[src/rtl/rt_chnl_deser.sv]
// Per-channel serial-to-parallel deserializer with address tagging and an output FIFO.
// Optional statistics counters are enabled by defining RT_CHNL_DESER_STATS_EN.
module rt_chnl_deser #(
  parameter int unsigned FIFO_DEPTH = 8,
  parameter int unsigned PAD_MIN    = 5,
  parameter int unsigned CNT_W      = 16
) (
  input  logic             clock,
  input  logic             reset,
  input  logic             din,
  input  logic             frame_n,
  input  logic             valid_n,
  output logic             out_valid,
  input  logic             out_ready,
  output logic [7:0]       out_data,
  output logic [3:0]       out_dst,
  output logic             out_sop,
  output logic             out_eop,
  output logic             out_err,
  output logic             busy,
  output logic             err_short,
  output logic             err_pad,
`ifdef RT_CHNL_DESER_STATS_EN
  output logic [CNT_W-1:0] pkt_count,
  output logic [CNT_W-1:0] byte_count,
`endif
  output logic             err_ovf
);

  localparam int unsigned PtrW   = (FIFO_DEPTH > 1) ? $clog2(FIFO_DEPTH) : 1;
  localparam logic [7:0]  PadMin = 8'(PAD_MIN);
  localparam logic [PtrW:0] Full = (PtrW+1)'(FIFO_DEPTH);

  typedef enum logic [2:0] {StSync, StIdle, StAddr, StPad, StData, StDrop} state_e;

  state_e        state_q, state_d;
  logic [3:0]    addr_q, addr_d;
  logic [2:0]    bit_cnt_q, bit_cnt_d;
  logic [7:0]    pad_cnt_q, pad_cnt_d;
  logic [7:0]    shreg_q, shreg_d, shreg_bit;
  logic          sop_pend_q, sop_pend_d;
  logic          short_d, pad_err_d, ovf_d;
  logic          enq, enq_eop, enq_err;
  logic [7:0]    enq_byte;

  logic [14:0]   mem_q [FIFO_DEPTH];
  logic [PtrW-1:0] wr_ptr_q, rd_ptr_q;
  logic [PtrW:0] count_q, count_d;
  logic          full, deq, push;
  logic [14:0]   head;

  always_comb begin
    state_d    = state_q;
    addr_d     = addr_q;
    bit_cnt_d  = bit_cnt_q;
    pad_cnt_d  = pad_cnt_q;
    shreg_d    = shreg_q;
    sop_pend_d = sop_pend_q;
    short_d    = 1'b0;
    pad_err_d  = 1'b0;
    enq        = 1'b0;
    enq_byte   = '0;
    enq_eop    = 1'b0;
    enq_err    = 1'b0;
    shreg_bit  = shreg_q;
    shreg_bit[bit_cnt_q] = din;
    case (state_q)
      StSync: if (frame_n) state_d = StIdle;
      StIdle: begin
        if (!frame_n) begin
          addr_d    = {3'b000, din};
          bit_cnt_d = 3'd1;
          state_d   = StAddr;
        end
      end
      StAddr: begin
        if (frame_n) begin
          short_d = 1'b1;
          state_d = StIdle;
        end else begin
          addr_d[bit_cnt_q[1:0]] = din;
          if (bit_cnt_q == 3'd3) begin
            pad_cnt_d = '0;
            state_d   = StPad;
          end else begin
            bit_cnt_d = bit_cnt_q + 3'd1;
          end
        end
      end
      StPad: begin
        if (frame_n) begin
          short_d = 1'b1;
          state_d = StIdle;
        end else if (!valid_n) begin
          if (pad_cnt_q >= PadMin) begin
            shreg_d    = {7'b0, din};
            bit_cnt_d  = 3'd1;
            sop_pend_d = 1'b1;
            state_d    = StData;
          end else begin
            pad_err_d = 1'b1;
            state_d   = StDrop;
          end
        end else if (pad_cnt_q != 8'hff) begin
          pad_cnt_d = pad_cnt_q + 8'd1;
        end
      end
      StData: begin
        if (!valid_n && bit_cnt_q == 3'd7) begin
          enq        = 1'b1;
          enq_byte   = shreg_bit;
          enq_eop    = frame_n;
          sop_pend_d = 1'b0;
          bit_cnt_d  = 3'd0;
          shreg_d    = '0;
          if (frame_n) state_d = StIdle;
        end else if (frame_n) begin
          // Unfilled bits are still zero because shreg is cleared at every byte start.
          enq      = 1'b1;
          enq_byte = valid_n ? shreg_q : shreg_bit;
          enq_eop  = 1'b1;
          enq_err  = 1'b1;
          short_d  = 1'b1;
          state_d  = StIdle;
        end else if (!valid_n) begin
          shreg_d   = shreg_bit;
          bit_cnt_d = bit_cnt_q + 3'd1;
        end
      end
      StDrop: if (frame_n) state_d = StIdle;
      default: state_d = StSync;
    endcase
  end

  always_ff @(posedge clock or posedge reset) begin
    if (reset) begin
      state_q    <= StSync;
      addr_q     <= '0;
      bit_cnt_q  <= '0;
      pad_cnt_q  <= '0;
      shreg_q    <= '0;
      sop_pend_q <= 1'b0;
      err_short  <= 1'b0;
      err_pad    <= 1'b0;
      err_ovf    <= 1'b0;
    end else begin
      state_q    <= state_d;
      addr_q     <= addr_d;
      bit_cnt_q  <= bit_cnt_d;
      pad_cnt_q  <= pad_cnt_d;
      shreg_q    <= shreg_d;
      sop_pend_q <= sop_pend_d;
      err_short  <= short_d;
      err_pad    <= pad_err_d;
      err_ovf    <= ovf_d;
    end
  end

  // SYNC counts as idle so that every output reads zero out of reset.
  assign busy = (state_q != StIdle) && (state_q != StSync);

  assign full      = (count_q == Full);
  assign out_valid = (count_q != '0);
  assign deq       = out_valid && out_ready;
  assign push      = enq && (!full || deq);
  assign ovf_d     = enq && full && !deq;

  always_comb begin
    count_d = count_q;
    if (push && !deq)      count_d = count_q + 1'b1;
    else if (!push && deq) count_d = count_q - 1'b1;
  end

  always_ff @(posedge clock or posedge reset) begin
    if (reset) begin
      wr_ptr_q <= '0;
      rd_ptr_q <= '0;
      count_q  <= '0;
    end else begin
      if (push) wr_ptr_q <= wr_ptr_q + 1'b1;
      if (deq)  rd_ptr_q <= rd_ptr_q + 1'b1;
      count_q <= count_d;
    end
  end

  always_ff @(posedge clock) begin
    if (push) mem_q[wr_ptr_q] <= {addr_q, enq_byte, sop_pend_q, enq_eop, enq_err};
  end

  assign head     = out_valid ? mem_q[rd_ptr_q] : '0;
  assign out_dst  = head[14:11];
  assign out_data = head[10:3];
  assign out_sop  = head[2];
  assign out_eop  = head[1];
  assign out_err  = head[0];

`ifdef RT_CHNL_DESER_STATS_EN
  always_ff @(posedge clock or posedge reset) begin
    if (reset) begin
      pkt_count  <= '0;
      byte_count <= '0;
    end else if (push && !enq_err) begin
      if (byte_count != '1)           byte_count <= byte_count + 1'b1;
      if (enq_eop && pkt_count != '1) pkt_count  <= pkt_count + 1'b1;
    end
  end
`endif

endmodule

[config.mk]
export PLATFORM = sky130hd
export DESIGN_NAME = rt_chnl_deser
export DESIGN_NICKNAME = d
export VERILOG_FILES = /design/src/rtl/rt_chnl_deser.sv
export SDC_FILE = /design/constraint.sdc
export NUM_CORES = 1
export LEC_CHECK = 0
export CAP_MARGIN = 30
export CORE_ASPECT_RATIO = 1.4
export CORE_MARGIN = 2
export CORE_UTILIZATION = 65
export CTS_BUF_LIST = sky130_fd_sc_hd__clkbuf_16
export CTS_CLUSTER_DIAMETER = 200
export DETAILED_ROUTE_END_ITERATION = 12
export GPL_TIMING_DRIVEN = 1
export MAX_ROUTING_LAYER = met4
export PLACE_DENSITY = 0.84
export SLEW_MARGIN = 20
export SYNTH_ARGS = -nofsm -noshare
export SYNTH_HDL_FRONTEND = slang
export SYNTH_SLANG_ARGS = --single-unit
[constraint.sdc]
create_clock -name clock -period 4.5 [get_ports clock]
set_clock_uncertainty 0.1 [all_clocks]
set_input_delay 0.9 -clock clock [delete_from_list [all_inputs] [get_ports clock]]
set_output_delay 0.9 -clock clock [all_outputs]
set_load 0.1 [all_outputs]
**Routing congestion map**

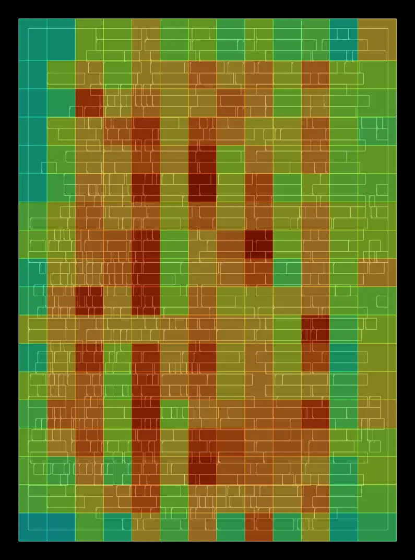
gr busiest metal: met2
met1 GRT Util: 0.344
wire per inst: 22.1 um

**M3 wires**

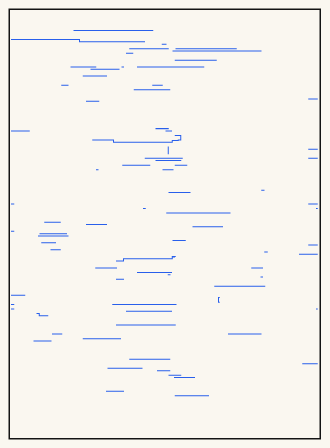
52 nets have wire on it. The wires run mostly horizontal. The layer holds 3.9% of the routed length. The layer carries 565 um of wire.
met3 usage: 0.0395
DR vias: 4123
Routed WL: 14700 um

**Where the registers sit**

Other sequential cells in the stronger gray, the rest of the logic in the fainter gray.
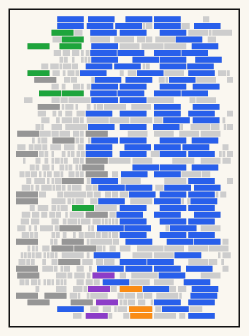
Blue shows `mem_q`, sequential cells 120. Orange shows `rd_ptr_q`, sequential cells 3. Green shows `shreg_q`, sequential cells 8, where north-west. Purple shows `count_q`, sequential cells 4, where south.
Reg area: 4610 um^2
sequential power: 1.89 mW
fraction of area in registers: 0.568
post-layout util: 0.754

## state kept, by name, summed over array words and instances (netlist names)
name	cells
mem_q	120
state_q	3
err_ovf	1
bit_cnt_q	3
wr_ptr_q	3
addr_q	4
shreg_q	8
pad_cnt_q	8
count_q	4
rd_ptr_q	3
err_short	1
sop_pend_q	1
err_pad	1
## worst register-to-register path: stages, from the launching register on
cell and delay [ns]:
dfrtp_1 0.54, ha_1 0.30, ha_1 0.28, nor2b_1 0.24
o21ai_0 0.13, nor2b_1 0.41, ha_1 0.27, inv_1 0.10
ha_1 0.30, a21o_1 0.19, a21oi_1 0.17, xnor2_1 0.14
nor2_1 0.07, xor2_1 0.14
==> out/metrics.yaml <==
grt_overflow_total: 0
tightest_slew_ns: 0.970
cts_num_sinks: 160
r2r_slack_ns: 1.02
relSlewSlack: 0.352
io_buffers: 25
dominant_cells: "sequential cells"
cts_buffer_depth: 2
status: "finished clean"
rsz0062_at_grt: "false"
r2r_start: "bit_cnt_q[0]$_DFFE_PP0P_"
power.group.top: "combinational cells"
synth_nets: 495
dp_slack_ns: 0.590
timing.final.ws_setup_ns: 0.997
grtUsageMet2: 0.478
yosys_warnings: 0
grt_max_degree: 33
p_int_mw: 3.18
drt-initial-drc-count: 350
numSynthFlops: 160
wl_met2_um: 8070
synthTopCellsByCount: "edfxtp_1 (120), nor2_1 (51), dfrtp_1 (40)"
place_area_um2: 7510
critPathBufInv: 2
io_pins: 26
ant_nets: 0
fp.dieH_um: 127
gp_congestion: 0.910
synth-xor-area-share: 0.00990
async_reset_ff_frac: 0.250
dieArea_um2: 11800
grt_pass1_vias: 4280
ys_seq_frac: 0.651
coreArea_um2: 10800
peakVddDrop_mv: 0.429
cp.required_ns: 3.50
routed.top_layer: "met4"
well_tap_count: 141
cts_hold_buf: 0
hold_ws_ns: 0.423
Power figures rest on the tool's default switching activity, not on a simulated workload.
